==> src/rtl/fetch_ctrl.sv <==
// Fetch sequencer: owns the PC, runs the req/addr_ok/data_ok handshake with at most
// one request outstanding, buffers one instruction for decode and handles redirects.
// Optional performance counters are enabled by defining FETCH_PERF_CNT_EN.
module fetch_ctrl #(
  parameter logic [31:0] RESET_ADDR = 32'hbfc00000
) (
  input  logic        clk,
  input  logic        rst,
  input  logic        stall_in,
  input  logic        redirect_valid,
  input  logic [31:0] redirect_pc,
  output logic        inst_req,
  output logic [31:0] inst_addr,
  input  logic        inst_addr_ok,
  input  logic        inst_data_ok,
  input  logic [31:0] inst_rdata,
  output logic        fetch_valid,
  output logic [31:0] fetch_pc,
  output logic [31:0] fetch_inst,
  output logic        fetch_adel,
  output logic        busy
`ifdef FETCH_PERF_CNT_EN
  ,
  output logic [31:0] perf_wait_cnt,
  output logic [31:0] perf_cancel_cnt
`endif
);

  typedef enum logic [1:0] {
    S_REQ    = 2'd0,
    S_WAIT   = 2'd1,
    S_CANCEL = 2'd2,
    S_EXC    = 2'd3
  } state_t;

  state_t      state_q, state_d;
  logic [31:0] pc_q, pc_d;
  logic        fetch_valid_q, fetch_valid_d;
  logic [31:0] fetch_pc_q, fetch_pc_d;
  logic [31:0] fetch_inst_q, fetch_inst_d;
  logic        fetch_adel_q, fetch_adel_d;

  logic        buf_free;
  logic        pc_aligned;
  logic        req_fire;

  // The buffer can take a new entry if it is empty or decode drains it this cycle.
  assign buf_free   = ~fetch_valid_q | ~stall_in;
  assign pc_aligned = (pc_q[1:0] == 2'b00);

  assign inst_req  = ~rst & (state_q == S_REQ) & buf_free & pc_aligned & ~redirect_valid;
  assign inst_addr = pc_q;
  assign req_fire  = inst_req & inst_addr_ok;

  assign busy        = (state_q == S_WAIT) | (state_q == S_CANCEL);
  assign fetch_valid = fetch_valid_q;
  assign fetch_pc    = fetch_pc_q;
  assign fetch_inst  = fetch_inst_q;
  assign fetch_adel  = fetch_adel_q;

  always_comb begin
    state_d       = state_q;
    pc_d          = pc_q;
    fetch_valid_d = fetch_valid_q & stall_in;
    fetch_pc_d    = fetch_pc_q;
    fetch_inst_d  = fetch_inst_q;
    fetch_adel_d  = fetch_adel_q;

    if (redirect_valid) begin
      pc_d          = redirect_pc;
      fetch_valid_d = 1'b0;
      unique case (state_q)
        S_REQ:    state_d = S_REQ;
        S_WAIT:   state_d = inst_data_ok ? S_REQ : S_CANCEL;
        S_CANCEL: state_d = inst_data_ok ? S_REQ : S_CANCEL;
        S_EXC:    state_d = S_REQ;
        default:  state_d = S_REQ;
      endcase
    end else begin
      unique case (state_q)
        S_REQ: begin
          if (req_fire) begin
            state_d = S_WAIT;
          end else if (~pc_aligned && buf_free) begin
            // Misaligned PC becomes a buffered fault entry; no SRAM access is made.
            fetch_valid_d = 1'b1;
            fetch_pc_d    = pc_q;
            fetch_inst_d  = 32'h0;
            fetch_adel_d  = 1'b1;
            state_d       = S_EXC;
          end
        end
        S_WAIT: begin
          if (inst_data_ok) begin
            fetch_valid_d = 1'b1;
            fetch_pc_d    = pc_q;
            fetch_inst_d  = inst_rdata;
            fetch_adel_d  = 1'b0;
            pc_d          = pc_q + 32'd4;
            state_d       = S_REQ;
          end
        end
        S_CANCEL: begin
          if (inst_data_ok) begin
            state_d = S_REQ;
          end
        end
        S_EXC:   state_d = S_EXC;
        default: state_d = S_REQ;
      endcase
    end
  end

  always_ff @(posedge clk or posedge rst) begin
    if (rst) begin
      state_q       <= S_REQ;
      pc_q          <= RESET_ADDR;
      fetch_valid_q <= 1'b0;
      fetch_pc_q    <= RESET_ADDR;
      fetch_inst_q  <= 32'h0;
      fetch_adel_q  <= 1'b0;
    end else begin
      state_q       <= state_d;
      pc_q          <= pc_d;
      fetch_valid_q <= fetch_valid_d;
      fetch_pc_q    <= fetch_pc_d;
      fetch_inst_q  <= fetch_inst_d;
      fetch_adel_q  <= fetch_adel_d;
    end
  end

`ifdef FETCH_PERF_CNT_EN
  logic [31:0] perf_wait_cnt_q, perf_wait_cnt_d;
  logic [31:0] perf_cancel_cnt_q, perf_cancel_cnt_d;

  always_comb begin
    perf_wait_cnt_d   = perf_wait_cnt_q;
    perf_cancel_cnt_d = perf_cancel_cnt_q;
    if (busy) begin
      perf_wait_cnt_d = perf_wait_cnt_q + 32'd1;
    end
    // Count transitions into S_CANCEL, not cycles spent there.
    if ((state_d == S_CANCEL) && (state_q != S_CANCEL)) begin
      perf_cancel_cnt_d = perf_cancel_cnt_q + 32'd1;
    end
  end

  always_ff @(posedge clk or posedge rst) begin
    if (rst) begin
      perf_wait_cnt_q   <= 32'h0;
      perf_cancel_cnt_q <= 32'h0;
    end else begin
      perf_wait_cnt_q   <= perf_wait_cnt_d;
      perf_cancel_cnt_q <= perf_cancel_cnt_d;
    end
  end

  assign perf_wait_cnt   = perf_wait_cnt_q;
  assign perf_cancel_cnt = perf_cancel_cnt_q;
`endif

endmodule

==> config.mk <==
export PLATFORM = sky130hd
export DESIGN_NAME = fetch_ctrl
export DESIGN_NICKNAME = d
export VERILOG_FILES = /design/src/rtl/fetch_ctrl.sv
export SDC_FILE = /design/constraint.sdc
export NUM_CORES = 1
export LEC_CHECK = 0
export CAP_MARGIN = 20
export CORE_MARGIN = 8
export CORE_UTILIZATION = 45
export DETAILED_ROUTE_END_ITERATION = 7
export PLACE_DENSITY_LB_ADDON = 0.08
export REMOVE_ABC_BUFFERS = 1
export SLEW_MARGIN = 5
export SYNTH_ARGS = -nofsm -noshare
export SYNTH_HDL_FRONTEND = slang
export SYNTH_SLANG_ARGS = --single-unit
==> constraint.sdc <==
create_clock -name clk -period 4.53 [get_ports clk]
set_input_delay 0.906 -clock clk [delete_from_list [all_inputs] [get_ports clk]]
set_output_delay 0.906 -clock clk [all_outputs]
set_load 0.02 [all_outputs]
### M1 wires, run 1

Drawn at 2 px/um.
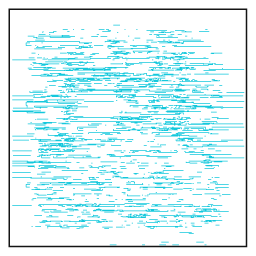
nets with wire on the layer	606
longest straight run	40.5 um
wire length on this layer	5470 um
main direction	horizontal
routed wire length: 13300 um
Via Count: 4041
grt met1 use: 22.2%

### A small window of the routed layout, run 1

Window x 76 to 101, y 76 to 101 um. Cells in grey, sequential cells in the stronger grey; small squares are vias.
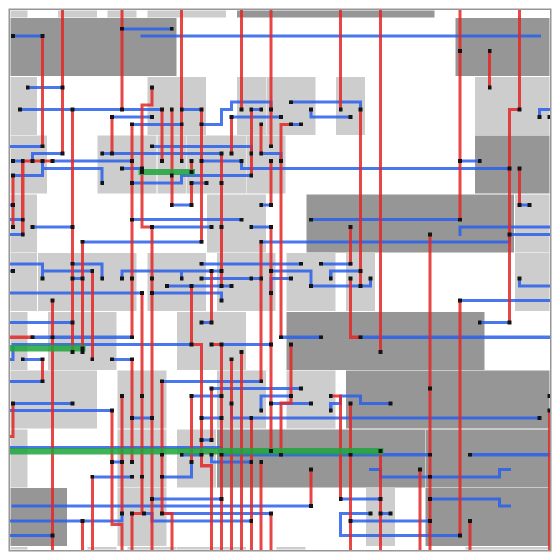
layer	colour
metal 3	green
metal 1	blue
metal 2	red
most frequent	dfstp_2 (5), nor2_1 (4)
sequential cells in the window	7
cells with their middle in the window	34
netlist names of flops here include	`inst_addr` (5), `fetch_pc` (2)

### Where the registers sit, run 1

Drawn at 4 px/um. Other sequential cells in the stronger grey, the rest of the logic in the fainter grey.
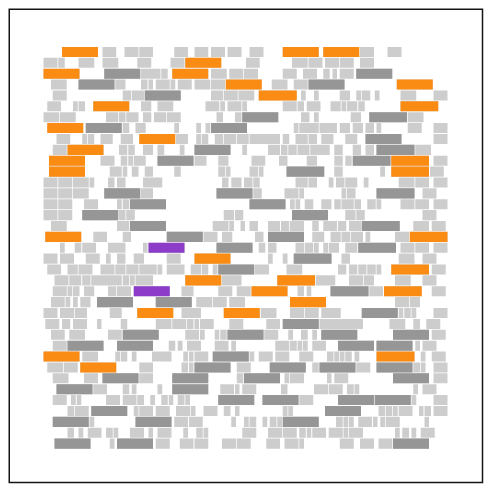
name in the netlist	colour	flops
`state_q`	purple	2
`fetch_pc`	orange	32
not coloured	66
Finished Core Util: 65.1%
P_seq: 1.47 mW
Flop area: 2520 um^2
flop share of the area: 38.1%

### Gate families picked out, run 1

Drawn at 2 px/um.
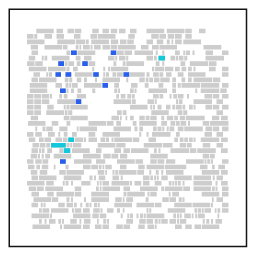
family	colour	cells
AND-OR and OR-AND gates	cyan	4
XOR/XNOR gates	blue	12
Finished Layout Cells: 753
combinational share of cell area: 30.1%
most frequent logic cell in the layout: clkdlybuf4s50_1

==> results.py, run 1 <==
# Generated from Yosys and OpenROAD reports
metrics = {
    "status": {
        "outcome": "completed",
    },
    "critical_path": {
        "crit_chain": "clkdlybuf4s50_1 > nor2_1 > and4_1 > clkdlybuf4s50_1",
        "critPathMaxStageDelay_ns": 0.62,
        "setup.worst_path.class": "in2out",
        "crit_buf_inv": 2,
        "startpoint": "rst",
        "reg2reg_from": "state_q[1]",
        "rrSetupSlack_ns": 1.97,
        "critPathLaunchType": "primary input",
        "critical_path.most_common_cell": "clkdlybuf4s50_1",
        "crit_family": "buffers and inverters",
        "critPathCaptureType": "output pin",
        "critical_path_depth": 4,
        "cp.required_ns": 3.62,
        "r2r-end": "fetch_pc[15]",
        "crit_fanout": 3,
        "reg2reg_depth": 6,
        "crit_path_end": "inst_req",
        "crit_path_top_delay_cell": "clkdlybuf4s50_1",
    },
    "final_layout": {
        "drive_above_1_share_pct": 12.8,
        "fin_area_um2": 6630,
        "design.seq.count": 100,
        "nonClockInverterCount": 6,
        "area_dominant_class": "registers",
        "buffers": 173,
        "num-multi-input-gates": 322,
        "final_cell_mix": "clkdlybuf4s50_1, nand2_1, dfrtp_1",
        "layout-area-overhead-vs-synth_pct": 41.8,
        "layout.nonclk_buf_share_pct": 25.9,
        "clockNetworkAreaShare_pct": 3.00,
        "fill_cells": 851,
        "final_nets": 686,
        "combGateArea_um2": 1990,
        "n_clock_buffer": 9,
        "diodes": 0,
    },
    "floorplan": {
        "die_area_um2": 13900,
        "core_um2": 10200,
        "die_y_um": 118,
        "die_w_um": 118,
        "taps": 136,
        "row_count": 37,
        "floorplan.core_util_pct": 45.9,
        "ioPinCount": 170,
    },
    "yosys": {
        "ys_sh_simple_pct": 19.6,
        "numSynthFlops": 100,
        "ys_cells": 459,
        "edf_count": 0,
        "synthCells": 459,
        "mux_share_pct": 7.92,
        "synth.logic.top_family": "simple AND/OR/NAND/NOR gates",
        "flop_cell": "dfrtp_1",
        "synth-seq-area-share_pct": 54.0,
        "aoi_share_pct": 11.6,
        "ys_sh_adder_pct": 1.07,
        "async_flop_share_pct": 100,
        "synth_warnings": 0,
        "synth-xor-area-share_pct": 2.25,
        "yosysUniqueCellTypes": 50,
        "syn_area_um2": 4670,
        "yosys_area_um2": 4670,
    },
    "cts": {
        "clock_latency_ns": 0.37,
        "hold_buffers": 0,
        "clk_pin_slew_worst_paths_ns": 0.10,
        "numCtsBuffers": 9,
        "clock_sinks": 100,
        "root_buffer": "clkbuf_8",
        "post_cts_resized": 0,
        "htreeDepth": 3,
        "cts_tree": "yes",
        "cts_max_path_buffers": 2,
        "cts_setup_buffers": 0,
    },
    "power_and_ir_drop": {
        "top_power_group": "combinational logic",
        "ir_drop_v": 0.000442,
        "pg_clk_mw": 0.588,
        "p_leak_nw": 2.59,
        "switchingPower_mw": 1.50,
        "p_per_area_nw_per_um2": 590,
        "p_int_mw": 2.41,
        "finalPower_mw": 3.91,
        "seqPwrFrac_pct": 37.5,
        "switching_share_pct": 38.5,
        "powerComb_mw": 1.86,
        "p_clk_share_pct": 15.0,
        "pwr-share-comb_pct": 47.5,
    },
    "detailed_routing": {
        "first_pass_iters": 4,
        "route.met2.wl_um": 6740,
        "avgRoutedWirePerCell_um": 17.7,
        "drc_errors": 0,
        "top_layer": "met4",
        "wl_met1_um": 5460,
        "drt_iter0_markers": 167,
        "met3_length_um": 918,
        "drtAntennaViolNets": 0,
        "viasPerCell": 5.37,
    },
    "timing": {
        "fmax_ghz": 0.308,
        "slew-limit-headroom_pct": 34.8,
        "finalHoldViolations": 0,
        "fin_worst_skew_ns": 0.0127,
        "holdWs_ns": 0.490,
        "finalClockPeriodUsage_pct": 71.6,
        "timing.final.crit_period_ns": 3.24,
        "setup_viol": 0,
        "slew_violations": 0,
        "setup_tns_ns": 0,
        "finalWorstSetupSlack_ns": 1.29,
        "worstMarginPinSlew_ns": 0.979,
        "rsz0062_at_grt": "false",
    },
    "global_routing": {
        "antenna_found_initial": 0,
        "grt_use_total_pct": 19.2,
        "grt_max_degree": 101,
        "grt_pass1_vias": 4172,
        "grt_first_pass_wirelength_um": 21800,
        "grt_overflow": 0,
        "grt_use_met3_pct": 6.57,
        "met2_usage_pct": 32.9,
        "busiest_layer": "met2",
    },
    "place": {
        "dpl-instance-area_um2": 6430,
        "dp.cells": 737,
        "gp_congestion": 0.764,
        "io_buffers": 169,
        "post-place-ws_ns": 1.27,
        "hpwl_um": 9600,
    },
    "run": {
        "warnings": 29,
        "cap_violations": 0,
    },
    "hold_path": {
        "hold_depth": 2,
        "hp-class": "reg2reg",
        "hp-start": "fetch_inst[18]",
        "holdPathEnd": "fetch_inst[18]",
    },
}
-- run 1: registers in the layout (all words and copies together) (netlist names) --
signal / cells
fetch_valid: 1
state_q: 2
fetch_adel: 1
inst_addr: 32
fetch_inst: 32
fetch_pc: 32
-- run 1: cell usage after synthesis, types with 6 or more instances --
cell type | count | area share, %
nor2_1 | 17 | 1.4
xnor2_1 | 7 | 1.3
and4_1 | 9 | 1.7
clkbuf_1 | 20 | 1.6
dfstp_2 | 18 | 10
mux2_2 | 32 | 7.7
buf_2 | 6 | 0.64
nand3_1 | 11 | 1.2
o21ai_0 | 54 | 5.8
or4_1 | 8 | 1.3
nand2_1 | 96 | 7.7
o31ai_1 | 6 | 0.96
nand4_1 | 15 | 2.0
dfrtp_1 | 82 | 44
o311ai_0 | 6 | 1.1
a31oi_1 | 12 | 1.6
### Track usage over the die, run 1

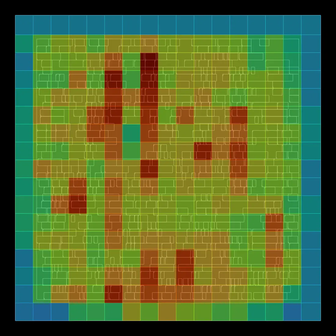

==> inputs of run 2 (changes only) <==
--- a/config.mk
+++ b/config.mk
@@ -7,7 +7,7 @@
 export LEC_CHECK = 0
 export CAP_MARGIN = 20
 export CORE_MARGIN = 8
-export CORE_UTILIZATION = 45
+export CORE_UTILIZATION = 41
 export DETAILED_ROUTE_END_ITERATION = 7
 export PLACE_DENSITY_LB_ADDON = 0.08
 export REMOVE_ABC_BUFFERS = 1
==> constraint.sdc (replaced) <==
create_clock -name clk -period 2.68 [get_ports clk]
set_input_delay 0.536 -clock clk [delete_from_list [all_inputs] [get_ports clk]]
set_output_delay 0.536 -clock clk [all_outputs]
set_load 0.02 [all_outputs]
### Track usage over the die, run 2

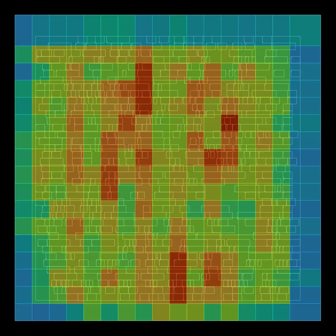
grt met1 use: 21.7%
routed length per instance: 17.0 um
global route hottest layer: met2
gr usage total: 17.3%

==> results.py, run 2 <==
# Generated from Yosys and OpenROAD reports
metrics = {
    "status": {
        "outcome": "completed",
    },
    "timing": {
        "rsz0062_at_grt": "false",
        "finalHoldViolations": 0,
        "fmax_ghz": 0.401,
        "slew_violations": 0,
        "holdWs_ns": 0.481,
        "finalClockPeriodUsage_pct": 93.2,
        "setup_viol": 0,
        "slew-limit-headroom_pct": 53.1,
        "fin_worst_skew_ns": 0.00714,
        "worstMarginPinSlew_ns": 0.699,
        "setup_tns_ns": 0,
        "finalWorstSetupSlack_ns": 0.184,
        "timing.final.crit_period_ns": 2.50,
    },
    "place": {
        "io_buffers": 169,
        "post-place-ws_ns": 0.158,
        "dp.cells": 750,
        "gp_congestion": 0.786,
        "hpwl_um": 9670,
        "dpl-instance-area_um2": 6500,
    },
    "final_layout": {
        "final_cell_mix": "clkdlybuf4s50_1, nand2_1, dfrtp_1",
        "fin_cells": 766,
        "final_nets": 692,
        "diodes": 0,
        "layout-area-overhead-vs-synth_pct": 46.1,
        "fill_cells": 1020,
        "fin_area_um2": 6830,
        "final_common_cell": "clkdlybuf4s50_1",
        "drive_above_1_share_pct": 13.6,
        "final_util_pct": 60.6,
    },
    "yosys": {
        "synth_warnings": 0,
        "yosys_area_um2": 4670,
        "numSynthFlops": 100,
        "async_flop_share_pct": 100,
        "area_leaders": "dfrtp_1, dfstp_2, mux2_2",
        "synthCells": 459,
        "ys_cells": 459,
        "ys_top_cells_by_count": "nand2_1, dfrtp_1, o21ai_0",
        "flop_cell": "dfrtp_1",
        "avgSynthCellArea_um2": 10.2,
        "yosysUniqueCellTypes": 50,
        "syn_area_um2": 4670,
        "edf_count": 0,
        "yosysTopAreaCell": "dfrtp_1",
        "synth-seq-area-share_pct": 54.0,
        "synth.most_common_cell": "nand2_1",
        "top_cell_area_share_pct": 43.9,
    },
    "critical_path": {
        "critical_path_arrival_ns": 1.96,
        "critPathLaunchType": "primary input",
        "crit_fanout": 3,
        "crit_buf_inv": 2,
        "crit_family": "buffers and inverters",
        "critical_path.most_common_cell": "clkdlybuf4s50_1",
        "rrSetupSlack_ns": 0.57,
        "r2r-end": "inst_addr[31]",
        "reg2reg_depth": 6,
        "crit_chain": "clkdlybuf4s50_1 > nor2_1 > and4_1 > clkdlybuf4s50_1",
        "cp.required_ns": 2.14,
        "reg2reg_from": "state_q[1]",
        "startpoint": "rst",
        "crit_path_top_delay_cell": "clkdlybuf4s50_1",
        "critPathMaxStageDelay_ns": 0.62,
        "critPathCaptureType": "output pin",
        "setup.worst_path.class": "in2out",
        "crit_path_end": "inst_req",
        "critical_path_depth": 4,
    },
    "power_and_ir_drop": {
        "sequentialPower_mw": 2.48,
        "pwr-share-comb_pct": 44.7,
        "ir_drop_v": 0.000575,
        "powerComb_mw": 3.14,
        "top_power_group": "combinational logic",
        "switchingPower_mw": 2.50,
        "p_clk_share_pct": 20.0,
        "p_per_area_nw_per_um2": 1030,
        "p_int_mw": 4.51,
        "switching_share_pct": 35.7,
        "p_leak_nw": 2.70,
        "seqPwrFrac_pct": 35.3,
        "finalPower_mw": 7.02,
        "pg_clk_mw": 1.40,
    },
    "cts": {
        "htreeDepth": 3,
        "cts_setup_buffers": 0,
        "root_buffer": "clkbuf_16",
        "post_cts_resized": 0,
        "clock_latency_ns": 0.33,
        "numCtsBuffers": 9,
        "clock_sinks": 100,
        "clk_pin_slew_worst_paths_ns": 0.07,
        "hold_buffers": 0,
        "cts_tree": "yes",
        "cts_max_path_buffers": 2,
    },
    "floorplan": {
        "die_w_um": 123,
        "ioPinCount": 170,
        "die_y_um": 123,
        "die_area_um2": 15100,
        "floorplan.core_util_pct": 41.5,
        "core_um2": 11300,
        "row_count": 39,
    },
    "global_routing": {
        "grt_pass1_vias": 4015,
        "met2_usage_pct": 28.3,
        "grt_use_met3_pct": 6.07,
        "antenna_found_initial": 0,
        "grt_max_degree": 57,
        "grt_first_pass_wirelength_um": 20900,
        "grt_overflow": 0,
    },
    "hold_path": {
        "hp-start": "fetch_inst[15]",
        "hp-class": "reg2reg",
        "hold_depth": 2,
        "holdPathEnd": "fetch_inst[15]",
    },
    "detailed_routing": {
        "first_pass_iters": 5,
        "wl_met1_um": 5480,
        "drtAntennaViolNets": 0,
        "drc_errors": 0,
        "wl_um": 13000,
        "viasPerCell": 5.21,
        "top_layer": "met4",
        "dr_total_vias": 3994,
        "drt_iter0_markers": 221,
        "met3_length_um": 1150,
        "route.met2.wl_um": 6310,
    },
    "run": {
        "warnings": 27,
        "cap_violations": 0,
    },
}
-- run 2: kinds of logic after synthesis --
| family | after synthesis | synth area share (%) |
|---|---|---|
| adders and majority gates | 4 | 1.07 |
| and+or+nand+nor | 183 | 19.6 |
| muxes | 33 | 7.92 |
| buffers and inverters | 37 | 3.59 |
| AOI/OAI and AO/OA | 90 | 11.6 |
| DFF | 100 | 54.0 |
| xor gates and xnor gates | 12 | 2.25 |
-- run 2: final cells by class --
class | instances | area, um^2 | area share, %
Sequential cell | 100 | 2520 | 37.0
Multi-Input combinational cell | 322 | 1990 | 29.2
Timing Repair Buffer | 179 | 1770 | 26.0
Clock buffer | 14 | 294 | 4.31
Tap cell | 143 | 179 | 2.62
Clock inverter | 2 | 38.8 | 0.568
Inverter | 6 | 25.0 | 0.366
Power figures rest on the tool's default switching activity, not on a simulated workload.
